==> config.mk <==
export PLATFORM = sky130hd
export DESIGN_NAME = alu_wide_seq
export DESIGN_NICKNAME = d
export VERILOG_FILES = /design/src/rtl/alu_wide_seq.sv
export SDC_FILE = /design/constraint.sdc
export NUM_CORES = 1
export LEC_CHECK = 0
export CAP_MARGIN = 15
export CORE_ASPECT_RATIO = 0.8
export CORE_MARGIN = 3
export CORE_UTILIZATION = 46
export DETAILED_ROUTE_END_ITERATION = 7
export PLACE_DENSITY = 0.85
export SYNTH_ARGS = -nofsm -noshare
export SYNTH_HDL_FRONTEND = slang
export SYNTH_SLANG_ARGS = --single-unit
==> constraint.sdc <==
create_clock -name clk -period 1.57 [get_ports clk]
set_clock_uncertainty 0.15 [all_clocks]
set_input_delay 0.314 -clock clk [delete_from_list [all_inputs] [get_ports clk]]
set_output_delay 0.314 -clock clk [all_outputs]
set_load 0.02 [all_outputs]
io_fan.png
The bar under the picture is 20 um long.
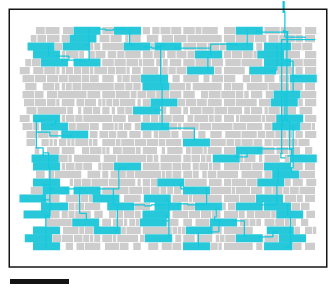
Cyan marks `rst_n`, direction input, edge top, end cells 73, buffers 3, wire 622 um.
PortBufs: 85
IO Count: 87

wires.png
Only two layers are drawn.
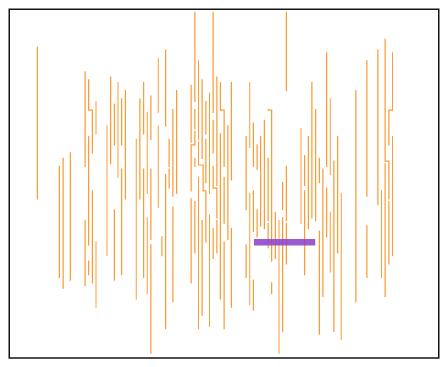
Purple marks metal 5, wire length 13.8 um. Orange marks metal 4, wire length 2410 um.
Overall Global Routing Usage: 36.6%
drt total wl: 21.6 mm
WL/cell: 31.1 um
Vias: 4671

==> impl_metrics.env <==
# source this file to load flow results
export IMPL_status="finished, violations left"
export IMPL_violations="setup timing"
export IMPL_drtPass1Iterations=6
export IMPL_hp_class="input pin to register"
export IMPL_yosys_area_top_type_share_pct=48.1
export IMPL_fill_cells=225
export IMPL_path_class="register to output pin"
export IMPL_worstPathMaxFanout=3
export IMPL_drv_slew=0
export IMPL_antenna_left=0
export IMPL_grt_pass1_wl_mm=25.4
export IMPL_tns_ns=-46.40
export IMPL_fp_utilization_pct=49.3
export IMPL_nNetsFinal=654
export IMPL_die_w_um=108
export IMPL_ys_cells=395
export IMPL_synth_cell_types=44
export IMPL_grt_pass1_vias=4433
export IMPL_place_gp_congestion=0.917
export IMPL_core_um2=7710
export IMPL_clockBufferDepth=2
export IMPL_syn_cell_area_um2=3800
export IMPL_postSynthCellCount=395
export IMPL_worstMarginPinSlew_ns=0.677
export IMPL_cts_sinks=73
export IMPL_hold_depth=3
export IMPL_dpl_hpwl_mm=7.76
export IMPL_drive_above_1_share_pct=59.3
export IMPL_setup_violations=100
export IMPL_flop_cell="dfrtp_1"
export IMPL_relSlewSlack_pct=54.9
export IMPL_max_cap_viol_count=0
export IMPL_lay_top_count="dfrtp_1"
export IMPL_end_kind="output pin"
export IMPL_final_cell_mix="dfrtp_1, buf_4, buf_6"
export IMPL_grt_max_degree=74
export IMPL_antenna_found_initial=2
export IMPL_drc=0
export IMPL_crit_arrival_ns=1.99
export IMPL_warnings=29
export IMPL_floorplan_nets=464
export IMPL_clk_pin_slew_ns=0.08
export IMPL_h_tree_depth=3
export IMPL_power_density_nw_per_um2=2350
export IMPL_max_freq_ghz=0.407
export IMPL_setup_ws_ns=-0.887
export IMPL_cp_slowest_stage_delay_ns=0.55
export IMPL_numCtsBuffers=9
export IMPL_vias_per_cell=6.71
export IMPL_seq_area_frac_synth_pct=48.1
export IMPL_comb_power_share_pct=67.9
export IMPL_required_ns=1.11
export IMPL_chipArea_um2=9390
export IMPL_p_leak_nw=3.29
export IMPL_p_sw_mw=7.61
export IMPL_power_total_mw=16.6
export IMPL_yosysWarnings=0
export IMPL_p_int_mw=9.03
export IMPL_drtIter0Drc=674
export IMPL_ys_flops=73
export IMPL_rsz0062_at_grt="true"
export IMPL_timing_final_hold_violations=0
export IMPL_finalCriticalPeriod_ns=2.46
export IMPL_cts_tree="yes"
export IMPL_async_flop_share_pct=100
export IMPL_die_y_um=87.3
export IMPL_root_buffer="clkbuf_8"
export IMPL_edf_count=0
export IMPL_seqPwrFrac_pct=22.5
export IMPL_globalRouteOverflowTotal=0
export IMPL_ys_chip_area_um2=3800
export IMPL_r2r_slack_ns=-0.56
export IMPL_largest_area_cell="dfrtp_1"
-- kinds of logic (layout without fill, tap and decap cells) --
logic type / after synthesis / in the layout / synth area share [%]
adder cells (fa/ha/maj): 23 / 23 / 7.51
buffers and inverters: 53 / 248 / 5.86
AND/OR/NAND/NOR: 119 / 119 / 13.8
AND-OR/OR-AND: 94 / 94 / 15.2
other: 1 / 2 / 0.0988
flip-flops: 73 / 73 / 48.1
multiplexers: 32 / 32 / 9.42
-- timing repair --
item,CTS,global route
resized,303,126
cloned,12,0
endpoints found under the hold margin,73,0
hold buffers,1,0
pin swaps,58,29
buffers inserted,27,27
endpoints found under the setup margin,111,109
-- metal layers --
layer / routed length, um / vias to the layer above / GRT usage, %
met1: 6830 / 2188 / 42.1
met3: 2760 / 244 / 10.3
li1: - / 1735 / -
met2: 9620 / 502 / 60.4
met5: 13 / - / 0
met4: 2410 / 2 / 23.7
-- power by group through the flow --
| stage | clock network (mW) | registers, mW | logic, mW |
|---|---|---|---|
| final | 1.61 | 3.74 | 11.3 |
| after global routing | 1.68 | 3.72 | 11.6 |
| after CTS | 1.50 | 3.46 | 8.85 |
| after detailed placement | 0 | 3.42 | 6.63 |
| after global placement | 0 | 3.36 | 6.45 |
| after floorplan | 0 | 3.50 | 3.92 |
-- cell type report --
class	count	area (um^2)	share of cell area, %
Antenna cell	1	2.50	0.0353
Clock buffer	11	141	1.99
Tap cell	105	131	1.85
Multi-Input combinational cell	269	2630	37.1
Clock inverter	5	55.1	0.776
Inverter	29	109	1.53
Timing Repair Buffer	203	2190	30.9
Sequential cell	73	1830	25.8
-- worst max-delay path, delay by kind of cell, from the launching register on --
family / cells / cell delay [ns]
simple gates: 2 / 0.46
buf+inv: 1 / 0.20
flops: 1 / 0.40
compound gates: 1 / 0.55
-- per-stage QoR --
| stage | hold slack [ns] | setup slack (ns) | std cells | instance area [um^2] | utilization, % |
|---|---|---|---|---|---|
| 2_1_floorplan | -0.132 | -0.233 | 395 | 4130 | - |
| 3_3_place_gp | 0.219 | -0.723 | 621 | 5450 | 70.7 |
| 3_5_place_dp | 0.246 | -0.796 | 621 | 5450 | 70.7 |
| 4_1_cts | 0.303 | -0.546 | 676 | 6590 | 85.5 |
| 5_1_grt | 0.348 | -0.853 | 696 | 7090 | 92.0 |
| 6_report | 0.346 | -0.887 | 696 | 7090 | 92.0 |
-- cells in the mapped netlist, drive strengths merged, types with 2 or more instances --
library cell,number
a2111oi,2
a211oi,2
a21o,2
a21oi,10
a22oi,16
and3,2
buf,12
clkbuf,12
dfrtp,73
ha,22
inv,29
mux2,30
mux2i,2
nand2,69
nand2b,6
nand3,2
nor2,23
nor2b,3
nor3,5
nor4,3
o211ai,2
o21ai,51
o22ai,2
Power figures rest on the tool's default switching activity, not on a simulated workload.
